**Clock wiring as the flow saved it**

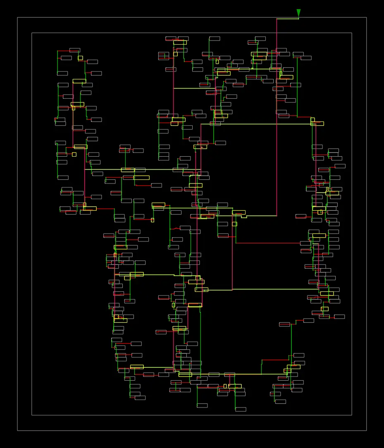
**Wiring by layer**

Drawn at 1 px/µm.
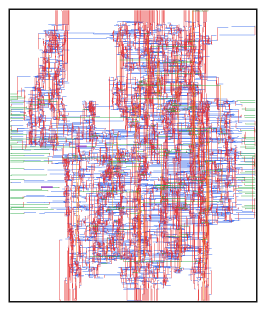
**The metal 2 layer**

Drawn at 1 px/µm.
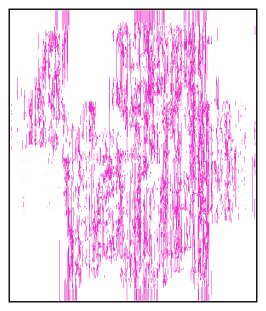
**config.mk**
```make
export PLATFORM = sky130hd
export DESIGN_NAME = mul_sequencer
export DESIGN_NICKNAME = d
export VERILOG_FILES = /design/src/rtl/mul_sequencer.sv
export SDC_FILE = /design/constraint.sdc
export NUM_CORES = 1
export LEC_CHECK = 0
export ABC_CLOCK_PERIOD_IN_PS = 7900
export CORE_ASPECT_RATIO = 1.2
export CORE_MARGIN = 10
export CORE_UTILIZATION = 30
export CTS_CLUSTER_SIZE = 40
export DETAILED_ROUTE_END_ITERATION = 10
export SYNTH_ARGS = -nofsm -noshare
export SYNTH_HDL_FRONTEND = slang
export SYNTH_SLANG_ARGS = --single-unit
export TNS_END_PERCENT = 20
```
**constraint.sdc**
```tcl
create_clock -name clk -period 7.9 [get_ports clk]
set_input_delay 1.185 -clock clk [delete_from_list [all_inputs] [get_ports clk]]
set_output_delay 1.185 -clock clk [all_outputs]
set_load 0.02 [all_outputs]
```
**src/rtl/mul_sequencer.sv**
```systemverilog
// mul_sequencer: iterative radix-2 shift-add multiply controller for the
// execute stage. It accepts MUL/MLA/UMULL/UMLAL/SMULL/SMLAL commands through a
// start/done handshake and holds the pipeline through stall until the
// 32/64-bit result is ready.
//
// FSM states:
//   state  | meaning
//   IDLE   | waiting for start
//   RUN    | WIDTH shift-add iterations, counter 0..WIDTH-1
//   ADJ    | sign correction, accumulate, result/flag update
//   DONE   | done pulse; a new start may be accepted here
//
// Ports:
//   clk, reset          clock (rising edge), synchronous active-high reset
//   start, cmd          request and command (000 MUL, 001 MLA, 100 UMULL,
//                       101 UMLAL, 110 SMULL, 111 SMLAL, others illegal)
//   a, b                multiplicand / multiplier
//   acc_lo, acc_hi      accumulator words
//   flush               synchronous abort from the pipeline
//   busy, done, stall   handshake / pipeline hold
//   err                 pulses with done for an illegal cmd
//   result_lo/hi        result words, flag_n/flag_z result flags
module mul_sequencer #(
  parameter int WIDTH = 32
) (
  input  logic             clk,
  input  logic             reset,
  input  logic             start,
  input  logic [2:0]       cmd,
  input  logic [WIDTH-1:0] a,
  input  logic [WIDTH-1:0] b,
  input  logic [WIDTH-1:0] acc_lo,
  input  logic [WIDTH-1:0] acc_hi,
  input  logic             flush,
  output logic             busy,
  output logic             done,
  output logic             stall,
  output logic             err,
  output logic [WIDTH-1:0] result_lo,
  output logic [WIDTH-1:0] result_hi,
  output logic             flag_n,
  output logic             flag_z
);

  localparam int CW = $clog2(WIDTH);
  localparam logic [CW-1:0] CNT_LAST = CW'(WIDTH - 1);

  typedef enum logic [1:0] {
    S_IDLE,
    S_RUN,
    S_ADJ,
    S_DONE
  } state_t;

  state_t             state_q, state_d;
  logic [CW-1:0]      cnt_q, cnt_d;
  logic [2:0]         cmd_q, cmd_d;
  logic [WIDTH-1:0]   mcand_q, mcand_d;
  logic [WIDTH-1:0]   mplier_q, mplier_d;
  logic [WIDTH-1:0]   acc_lo_q, acc_lo_d;
  logic [WIDTH-1:0]   acc_hi_q, acc_hi_d;
  logic               neg_q, neg_d;
  logic [2*WIDTH-1:0] prod_q, prod_d;
  logic [WIDTH-1:0]   res_lo_q, res_lo_d;
  logic [WIDTH-1:0]   res_hi_q, res_hi_d;
  logic               fn_q, fn_d;
  logic               fz_q, fz_d;

  logic               can_start;
  logic               accept;
  logic               in_signed;
  logic [WIDTH-1:0]   a_mag;
  logic [WIDTH-1:0]   b_mag;
  logic               is_long;
  logic               is_accum;
  logic               is_illegal;
  logic [WIDTH:0]     sum;
  logic [2*WIDTH-1:0] prod_sgn;
  logic [2*WIDTH-1:0] acc_ext;
  logic [2*WIDTH-1:0] total;

  assign can_start  = (state_q == S_IDLE) || (state_q == S_DONE);
  // flush beats a simultaneous start
  assign accept     = start && !flush && can_start;

  // Magnitudes are kept as unsigned WIDTH-bit values, so the most negative
  // operand becomes 2^(WIDTH-1) without overflowing.
  assign in_signed  = cmd[2] && cmd[1];
  assign a_mag      = (in_signed && a[WIDTH-1]) ? (~a + 1'b1) : a;
  assign b_mag      = (in_signed && b[WIDTH-1]) ? (~b + 1'b1) : b;

  assign is_long    = cmd_q[2];
  assign is_accum   = cmd_q[0];
  assign is_illegal = (cmd_q[2:1] == 2'b01);

  // 33-bit add into the upper half keeps the carry before the right shift
  assign sum      = {1'b0, prod_q[2*WIDTH-1:WIDTH]}
                  + {1'b0, (mplier_q[0] ? mcand_q : {WIDTH{1'b0}})};
  assign prod_sgn = neg_q ? (~prod_q + 1'b1) : prod_q;
  assign acc_ext  = !is_accum ? '0 :
                    is_long   ? {acc_hi_q, acc_lo_q} :
                                {{WIDTH{1'b0}}, acc_lo_q};
  assign total    = prod_sgn + acc_ext;

  always_comb begin
    state_d  = state_q;
    cnt_d    = cnt_q;
    cmd_d    = cmd_q;
    mcand_d  = mcand_q;
    mplier_d = mplier_q;
    acc_lo_d = acc_lo_q;
    acc_hi_d = acc_hi_q;
    neg_d    = neg_q;
    prod_d   = prod_q;
    res_lo_d = res_lo_q;
    res_hi_d = res_hi_q;
    fn_d     = fn_q;
    fz_d     = fz_q;

    if (accept) begin
      cmd_d    = cmd;
      mcand_d  = a_mag;
      mplier_d = b_mag;
      acc_lo_d = acc_lo;
      acc_hi_d = acc_hi;
      neg_d    = in_signed && (a[WIDTH-1] ^ b[WIDTH-1]);
      prod_d   = '0;
      cnt_d    = '0;
    end

    case (state_q)
      S_IDLE: begin
        if (accept) state_d = S_RUN;
      end
      S_RUN: begin
        if (flush) begin
          state_d = S_IDLE;
          cnt_d   = '0;
        end else begin
          prod_d   = {sum, prod_q[WIDTH-1:1]};
          mplier_d = mplier_q >> 1;
          if (cnt_q == CNT_LAST) begin
            cnt_d   = '0;
            state_d = S_ADJ;
          end else begin
            cnt_d = cnt_q + 1'b1;
          end
        end
      end
      S_ADJ: begin
        if (flush) begin
          state_d = S_IDLE;
          cnt_d   = '0;
        end else begin
          state_d = S_DONE;
          if (is_illegal) begin
            res_lo_d = '0;
            res_hi_d = '0;
            fn_d     = 1'b0;
            fz_d     = 1'b0;
          end else if (is_long) begin
            res_lo_d = total[WIDTH-1:0];
            res_hi_d = total[2*WIDTH-1:WIDTH];
            fn_d     = total[2*WIDTH-1];
            fz_d     = (total == '0);
          end else begin
            res_lo_d = total[WIDTH-1:0];
            res_hi_d = '0;
            fn_d     = total[WIDTH-1];
            fz_d     = (total[WIDTH-1:0] == '0);
          end
        end
      end
      S_DONE: begin
        state_d = accept ? S_RUN : S_IDLE;
      end
      default: begin
        state_d = S_IDLE;
      end
    endcase
  end

  always_ff @(posedge clk) begin
    if (reset) begin
      state_q  <= S_IDLE;
      cnt_q    <= '0;
      cmd_q    <= '0;
      mcand_q  <= '0;
      mplier_q <= '0;
      acc_lo_q <= '0;
      acc_hi_q <= '0;
      neg_q    <= 1'b0;
      prod_q   <= '0;
      res_lo_q <= '0;
      res_hi_q <= '0;
      fn_q     <= 1'b0;
      fz_q     <= 1'b0;
    end else begin
      state_q  <= state_d;
      cnt_q    <= cnt_d;
      cmd_q    <= cmd_d;
      mcand_q  <= mcand_d;
      mplier_q <= mplier_d;
      acc_lo_q <= acc_lo_d;
      acc_hi_q <= acc_hi_d;
      neg_q    <= neg_d;
      prod_q   <= prod_d;
      res_lo_q <= res_lo_d;
      res_hi_q <= res_hi_d;
      fn_q     <= fn_d;
      fz_q     <= fz_d;
    end
  end

  assign busy      = (state_q == S_RUN) || (state_q == S_ADJ);
  assign done      = (state_q == S_DONE);
  assign err       = done && is_illegal;
  assign stall     = busy || (start && can_start);
  assign result_lo = res_lo_q;
  assign result_hi = res_hi_q;
  assign flag_n    = fn_q;
  assign flag_z    = fz_q;

endmodule
```
==> impl_metrics.tcl <==
# yosys + openroad results
set metrics [dict create \
    status "finished clean" \
    netlist_area_um2 18370 \
    ys_seq_frac 0.2932 \
    clk_path_buf_depth 3 \
    ys_async_sr_fraction 0 \
    synthTopCellsByArea "dfxtp_1 (29%), a21oi_1 (8.4%), ha_1 (7.2%), nand2_1 (6.9%), xnor2_1 (6.2%)" \
    maxCapViolations 0 \
    p_int_uw 2479 \
    path_clk_slew_ps 60 \
    drc 0 \
    fin_skew_ps 13.35 \
    slew-limit-headroom 0.3767 \
    largestClassByArea "combinational gates" \
    worst_hold_slack_ps 450.3 \
    highest_layer "met5" \
    final-clk-cell-share 0.04716 \
    fin_crit_sh 0.8451 \
    wl_met3_um 3152 \
    core_area_um2 60700 \
    leakage_uw 0.008544 \
    comb_cells 2016 \
    gp_congestion 0.8591 \
    crit_chain "or4_4 -> or4_4 -> nor3_2 -> nand4_1 -> or4_1 -> or3_1 -> o21ai_0 -> xnor2_1 -> ha_1 -> and2_1 -> and3_1 -> nand4_1 -> nor4b_1 -> nor2_1 -> a21oi_1 -> xnor2_1 -> o211ai_1 -> or4_1 -> nor4_1 -> a31oi_1 -> o31ai_2" \
    p_clk_frac 0.430 \
    fp.dieW_um 245.9 \
    io_pins 205 \
    fp_util 0.3026 \
    end_kind "flip-flop" \
    path_delay_family "simple AND/OR/NAND/NOR gates" \
    crit_arrival_ps 7190 \
]
Back to the opening pictures, 'clock wiring as the flow saved it':
# clk buffers: 38
sequential cell count: 269
worst-skew pair later-pin latency: 600 ps

Back to the opening pictures, 'wiring by layer':
blue -> met1  # wire length 27.5 mm
purple -> met5  # wire length 19.3 µm
orange -> met4  # wire length 2,010 µm
red -> met2  # wire length 28.5 mm
green -> met3  # wire length 3,150 µm

Back to the opening pictures, 'the metal 2 layer':
main direction = vertical
longest straight run = 86.7 µm
share of all routed wire = 47%
met2 Use GR: 0.2688
Post-Route WL: 61,110 µm
DR vias: 18,070

[cell usage after synthesis (3+ instances only)]
library cell,n
a21boi_0,4
and3_1,43
dfxtp_1,269
o21bai_1,11
a211oi_1,65
o211ai_1,12
o41ai_1,14
o21ai_0,99
a31o_2,3
a21o_1,36
a311oi_1,11
or4_4,3
a31oi_1,19
nand2_1,339
or3_1,26
o21a_1,13
nor2b_1,14
a32oi_1,3
clkbuf_1,141
nor4_1,20
nand3_1,85
nor3b_1,3
xnor2_1,131
or2_2,3
o2111ai_1,4
xor2_1,64
and2_1,74
nand4_1,25
nand2b_1,14
buf_1,10
nor2_1,255
a22oi_1,52
mux2i_1,4
o21ai_1,4
a21oi_1,307
ha_1,106
nand3b_1,6
o31ai_1,36
or4_1,19
o22ai_1,3
nor3_1,37
inv_1,40
